<file path="config.mk">
export PLATFORM = sky130hd
export DESIGN_NAME = mult_job_sequencer_flat
export DESIGN_NICKNAME = d
export VERILOG_FILES = /design/src/rtl/mult_job_sequencer_if.sv /design/src/rtl/mult_job_sequencer.sv /design/src/flat_wrapper.sv
export SDC_FILE = /design/constraint.sdc
export NUM_CORES = 1
export LEC_CHECK = 0
export ABC_CLOCK_PERIOD_IN_PS = 2100
export CORE_MARGIN = 10
export CORE_UTILIZATION = 40
export CTS_CLUSTER_SIZE = 25
export DETAILED_ROUTE_END_ITERATION = 10
export GPL_TIMING_DRIVEN = 0
export PLACE_DENSITY = 0.68
export SETUP_SLACK_MARGIN = 0.2
export SYNTH_ARGS = -nofsm -noshare
export SYNTH_HDL_FRONTEND = slang
export SYNTH_SLANG_ARGS = --single-unit
</file>
<file path="constraint.sdc">
create_clock -name clk -period 2.1 [get_ports clk]
set_input_delay 0.315 -clock clk [delete_from_list [all_inputs] [get_ports clk]]
set_output_delay 0.315 -clock clk [all_outputs]
set_load 0.01 [all_outputs]
</file>
<file path="src/rtl/mult_job_sequencer_if.sv">
// Job/result handshake bundle between an upstream controller and the
// multiplier job sequencer. The sequencer is the slave on both channels:
// it consumes operand pairs and produces results.
interface mult_job_sequencer_if;
    logic        in_valid;
    logic        in_ready;
    logic [7:0]  in_multiplier;
    logic [7:0]  in_multiplicand;
    logic        out_valid;
    logic        out_ready;
    logic [15:0] out_product;
    logic        out_timeout;

    modport slave (
        input  in_valid, in_multiplier, in_multiplicand, out_ready,
        output in_ready, out_valid, out_product, out_timeout
    );

    modport master (
        output in_valid, in_multiplier, in_multiplicand, out_ready,
        input  in_ready, out_valid, out_product, out_timeout
    );
endinterface

</file>
<file path="src/rtl/mult_job_sequencer.sv">
// Upstream job controller for the Robertson 8x8 signed multiplier.
// Accepts an operand pair, holds the multiplier in reset for RST_CYCLES,
// releases it, waits for a fresh rising edge of its done level (or a
// watchdog timeout) and presents the captured product on a result port.
// Every output comes straight from a flop; no input reaches an output
// combinationally.
module mult_job_sequencer #(
    parameter int unsigned RST_CYCLES = 2,    // 1..15
    parameter int unsigned TIMEOUT    = 127   // 1..255
) (
    input  logic                 clk,
    input  logic                 reset,
    mult_job_sequencer_if.slave  job_if,
    output logic                 mul_reset_o,
    output logic [7:0]           mul_multiplier_o,
    output logic [7:0]           mul_multiplicand_o,
    input  logic [15:0]          mul_product_i,
    input  logic                 mul_done_i,
    output logic                 busy_o,
    output logic [7:0]           job_count_o
);

    typedef enum logic [1:0] {
        IDLE = 2'd0,
        LOAD = 2'd1,
        RUN  = 2'd2,
        HOLD = 2'd3
    } state_t;

    localparam logic [3:0] LOAD_LAST = 4'(RST_CYCLES - 1);
    localparam logic [7:0] RUN_LAST  = 8'(TIMEOUT - 1);

    state_t      state_q;
    logic [3:0]  load_cnt_q;
    logic [7:0]  run_cnt_q;
    logic        done_q;
    logic        in_ready_q;
    logic        mul_reset_q;
    logic        busy_q;
    logic        out_valid_q;
    logic        out_timeout_q;
    logic [15:0] out_product_q;
    logic [7:0]  mul_multiplier_q;
    logic [7:0]  mul_multiplicand_q;
    logic [7:0]  job_count_q;
    logic        done_edge_s;

    // Qualify done: only a low-to-high transition seen while running counts,
    // so a level left high from before the restart can never complete a job.
    always_comb begin
        done_edge_s = 1'b0;
        if (state_q == RUN) begin
            done_edge_s = mul_done_i & ~done_q;
        end else begin
            done_edge_s = 1'b0;
        end
    end

    // Delayed copy of the multiplier done level for edge detection.
    always_ff @(posedge clk or posedge reset) begin
        if (reset) begin
            done_q <= 1'b0;
        end else begin
            done_q <= mul_done_i;
        end
    end

    // Job sequencing FSM with all handshake and multiplier controls registered.
    always_ff @(posedge clk or posedge reset) begin
        if (reset) begin
            state_q            <= IDLE;
            load_cnt_q         <= 4'd0;
            run_cnt_q          <= 8'd0;
            in_ready_q         <= 1'b1;
            mul_reset_q        <= 1'b1;
            busy_q             <= 1'b0;
            out_valid_q        <= 1'b0;
            out_timeout_q      <= 1'b0;
            out_product_q      <= 16'h0000;
            mul_multiplier_q   <= 8'h00;
            mul_multiplicand_q <= 8'h00;
            job_count_q        <= 8'd0;
        end else begin
            case (state_q)
                IDLE: begin
                    if (job_if.in_valid && in_ready_q) begin
                        mul_multiplier_q   <= job_if.in_multiplier;
                        mul_multiplicand_q <= job_if.in_multiplicand;
                        load_cnt_q         <= 4'd0;
                        in_ready_q         <= 1'b0;
                        busy_q             <= 1'b1;
                        state_q            <= LOAD;
                    end
                end
                LOAD: begin
                    if (load_cnt_q == LOAD_LAST) begin
                        mul_reset_q <= 1'b0;
                        run_cnt_q   <= 8'd0;
                        state_q     <= RUN;
                    end else begin
                        load_cnt_q <= load_cnt_q + 4'd1;
                    end
                end
                RUN: begin
                    if (done_edge_s) begin
                        // A real completion beats a coincident watchdog expiry.
                        out_product_q <= mul_product_i;
                        out_timeout_q <= 1'b0;
                        out_valid_q   <= 1'b1;
                        busy_q        <= 1'b0;
                        mul_reset_q   <= 1'b1;
                        state_q       <= HOLD;
                    end else if (run_cnt_q == RUN_LAST) begin
                        out_product_q <= 16'h0000;
                        out_timeout_q <= 1'b1;
                        out_valid_q   <= 1'b1;
                        busy_q        <= 1'b0;
                        mul_reset_q   <= 1'b1;
                        state_q       <= HOLD;
                    end else begin
                        run_cnt_q <= run_cnt_q + 8'd1;
                    end
                end
                HOLD: begin
                    // No operand accept here; in_ready only rises once back in IDLE.
                    if (job_if.out_ready) begin
                        out_valid_q <= 1'b0;
                        job_count_q <= job_count_q + 8'd1;
                        in_ready_q  <= 1'b1;
                        state_q     <= IDLE;
                    end
                end
                default: begin
                    state_q     <= IDLE;
                    in_ready_q  <= 1'b1;
                    mul_reset_q <= 1'b1;
                    busy_q      <= 1'b0;
                    out_valid_q <= 1'b0;
                end
            endcase
        end
    end

    assign job_if.in_ready     = in_ready_q;
    assign job_if.out_valid    = out_valid_q;
    assign job_if.out_product  = out_product_q;
    assign job_if.out_timeout  = out_timeout_q;
    assign mul_reset_o         = mul_reset_q;
    assign mul_multiplier_o    = mul_multiplier_q;
    assign mul_multiplicand_o  = mul_multiplicand_q;
    assign busy_o              = busy_q;
    assign job_count_o         = job_count_q;

endmodule

</file>
<file path="src/flat_wrapper.sv">
// flat-port wrapper written by rule: the top's interface ports become plain ports
module mult_job_sequencer_flat 
#(
    parameter int unsigned RST_CYCLES = 2,            
    parameter int unsigned TIMEOUT    = 127            
)
  (clk, reset, mul_reset_o, mul_multiplier_o, mul_multiplicand_o, mul_product_i, mul_done_i, busy_o, job_count_o, job_if_in_valid, job_if_in_multiplier, job_if_in_multiplicand, job_if_out_ready, job_if_in_ready, job_if_out_valid, job_if_out_product, job_if_out_timeout);
  mult_job_sequencer_if job_if_i ();
  input  logic clk;
  input  logic reset;
  output logic mul_reset_o;
  output logic [7:0] mul_multiplier_o;
  output logic [7:0] mul_multiplicand_o;
  input  logic [15:0] mul_product_i;
  input  logic mul_done_i;
  output logic busy_o;
  output logic [7:0] job_count_o;
  input wire logic [$bits(job_if_i.in_valid)-1:0] job_if_in_valid;
  input wire logic [$bits(job_if_i.in_multiplier)-1:0] job_if_in_multiplier;
  input wire logic [$bits(job_if_i.in_multiplicand)-1:0] job_if_in_multiplicand;
  input wire logic [$bits(job_if_i.out_ready)-1:0] job_if_out_ready;
  output wire logic [$bits(job_if_i.in_ready)-1:0] job_if_in_ready;
  output wire logic [$bits(job_if_i.out_valid)-1:0] job_if_out_valid;
  output wire logic [$bits(job_if_i.out_product)-1:0] job_if_out_product;
  output wire logic [$bits(job_if_i.out_timeout)-1:0] job_if_out_timeout;
  assign job_if_i.in_valid = job_if_in_valid;
  assign job_if_i.in_multiplier = job_if_in_multiplier;
  assign job_if_i.in_multiplicand = job_if_in_multiplicand;
  assign job_if_i.out_ready = job_if_out_ready;
  assign job_if_in_ready = job_if_i.in_ready;
  assign job_if_out_valid = job_if_i.out_valid;
  assign job_if_out_product = job_if_i.out_product;
  assign job_if_out_timeout = job_if_i.out_timeout;
  mult_job_sequencer #(.RST_CYCLES(RST_CYCLES), .TIMEOUT(TIMEOUT)) u_core (.clk(clk), .reset(reset), .job_if(job_if_i), .mul_reset_o(mul_reset_o), .mul_multiplier_o(mul_multiplier_o), .mul_multiplicand_o(mul_multiplicand_o), .mul_product_i(mul_product_i), .mul_done_i(mul_done_i), .busy_o(busy_o), .job_count_o(job_count_o));
endmodule
</file>
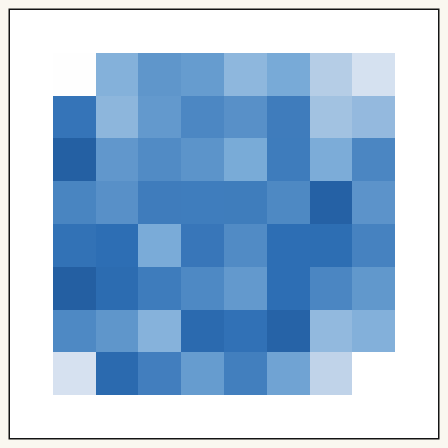
*Placement density heat map*
The die is cut into 10 by 10 equal tiles; white is low, dark blue is high, 0 to 100% covered.
tiles over 75% full: 11%
nearly empty tiles: 38%
mean over tiles: 37%

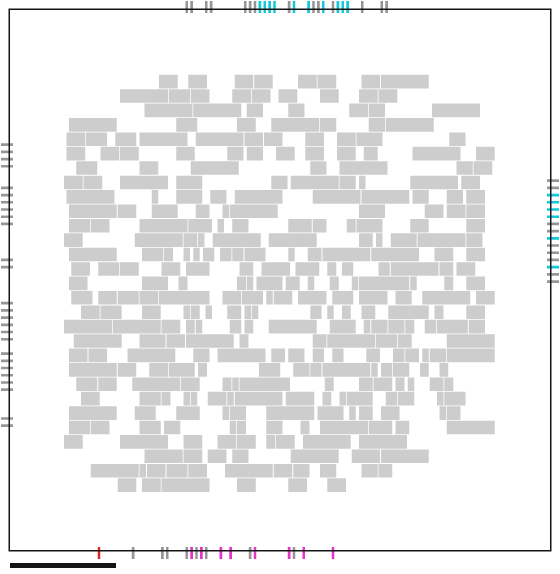
*I/O pins on the die edge*
Scale bar: 20 um. Pins as bars across the die edge, other pins in gray.
| color | port | pins | direction | edge |
|---|---|---|---|---|
| magenta | job_count_o | 8 | output | bottom |
| red | clk | 1 | input | bottom |
| cyan | mul_product_i | 16 | input | 10 top, 6 right |
all pins by edge: 26 left, 24 top, 17 bottom, 15 right

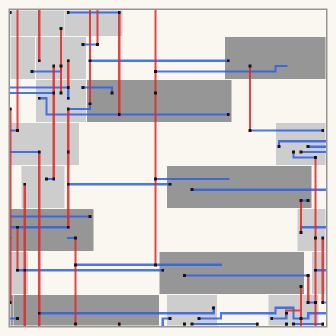
*Close-up of the layout*
Window x 66 to 86, y 66 to 86 um. Cells in gray, sequential cells in the stronger gray; small squares are vias.
| color | layer |
|---|---|
| red | met2 |
| blue | met1 |
netlist names of flops here include: u_core.job_if.out_product (6)
sequential cells in the window: 6
most frequent: a22o_1 (6), dfrtp_1 (6), clkdlybuf4s50_1 (2)
cells with their middle in the window: 17

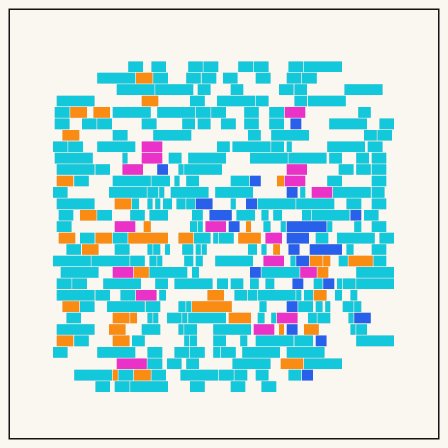
*Cells by drive strength*
| color | size | cells | share |
|---|---|---|---|
| blue | drive 3 to 4 | 22 | 6.7% |
| orange | drive 2 | 38 | 12% |
| cyan | drive 1 or less | 253 | 77% |
| magenta | drive 6 and up | 17 | 5.2% |

==> results.yml <==
# implementation run metrics
run_status:
  status: "finished, final reports clean"
critical_path:
  crit_family: "simple AND/OR/NAND/NOR gates"
  critPathBufInv: 2
  critPathCaptureType: "flip-flop"
  endpoint: "u_core.run_cnt_q[7]"
  worstSetupStartpointType: "flip-flop"
  r2r_start: "u_core.state_q[1]"
  reg2reg_depth: 7
  r2r_end: "u_core.run_cnt_q[7]"
  required_ns: 2.32
  cp_data_arrival_time_ns: 2.15
  critPathSlowestCell: "dfrtp_1"
grt:
  grt_pass1_wl_um: 10500
  grt_max_degree: 37
  grt_pass1_vias: 2197
  grtUsageTotal_pct: 12.9
detailed_routing:
  drtPass1Iterations: 4
  avgViaCountPerCell: 5.17
  vias: 2106
  drt_iter0_drc: 60
  routed_wl_um: 6740
  ant_nets: 0
final_timing:
  hold_violations: 0
  fin_tns_setup_ns: 0
  fmax_mhz: 519
  clock_skew_ns: 0.00976
  whs_ns: 0.343
  setup_ws_ns: 0.173
  setup_violations: 0
final_layout:
  clock_buffer_count: 15
  comb_share_pct: 28.6
  dominant-cell-class: "flip-flops and latches"
  diodes: 0
  ff_count: 60
  final_area_um2: 3970
  syn2layout_area_growth_pct: 47.9
  largest_reg_flops: 16
  inv_count: 11
  signal_buffers: 104
  drive_above_1_share_pct: 23.3
  nonClkBufAreaFrac_pct: 25.2
  regArea_um2: 1500
  final_util_pct: 61.8
  num-multi-input-gates: 139
clocking:
  insertion_delay_ns: 0.34
  path_clk_slew_ns: 0.07
  cts_hold_buf: 0
  cts.path.max_buffers: 2
  cts-root-buf: "clkbuf_8"
  post-cts-setup-buffers: 9
  clock-sinks: 60
  cts_buffers: 9
die:
  chipArea_um2: 10400
  core_um2: 6420
  die_w_um: 102
  tap_cells: 77
  io_pins: 82
  fp_util_pct: 41.8
yosys:
  synth.yosys.seq_area_share_pct: 56.0
  synth-main-ff-cell: "dfrtp_1"
  top_cells_by_area: "dfrtp_1, mux2_2, a22o_1"
  yosysTopAreaCell: "dfrtp_1"
  fp_nets: 265
  async_flop_share_pct: 100
  synth_cell_type_count: 46
  syn-instance-count: 219
  ys_cells: 219
  common_cells: "dfrtp_1, mux2_2, a22o_1"
  syn_area_um2: 2680
  synth-area-yosys_um2: 2680
power:
  powerClk_uw: 996
  leakagePower_uw: 0.00180
  maxPowerGroup: "combinational cells"
  power.net_switching_uw: 1820
  clock_power_share_pct: 18.2
placed_design:
  place_worst_setup_slack_ns: -0.110
  place_hpwl_um: 4830
  portBuffers: 81
  gp_congestion: 0.748
[layer usage]
| metal | global-route usage, % | up-vias | share of wire [%] |
|---|---|---|---|
| li1 | - | 1010 | - |
| met1 | 13.8 | 1029 | 41 |
| met2 | 20.4 | 61 | 47 |
| met3 | 7.35 | 6 | 10 |
| met4 | 5.86 | 0 | 1.1 |
| met5 | 0 | - | 0 |
[kinds of logic (layout without fill, tap and decap cells)]
family                   after synthesis  count (layout)  share of synthesized area, %
multiplexers                          21              21                          8.72
AND/OR/NAND/NOR                       52              52                          10.3
buffers and inverters                 20             131                          3.45
AND-OR/OR-AND                         48              48                          14.4
XOR/XNOR                               9               9                          2.94
flip-flops                            60              60                          56.0
adder cells (fa/ha/maj)                9               9                          4.20
Power and IR drop assume default switching activity.
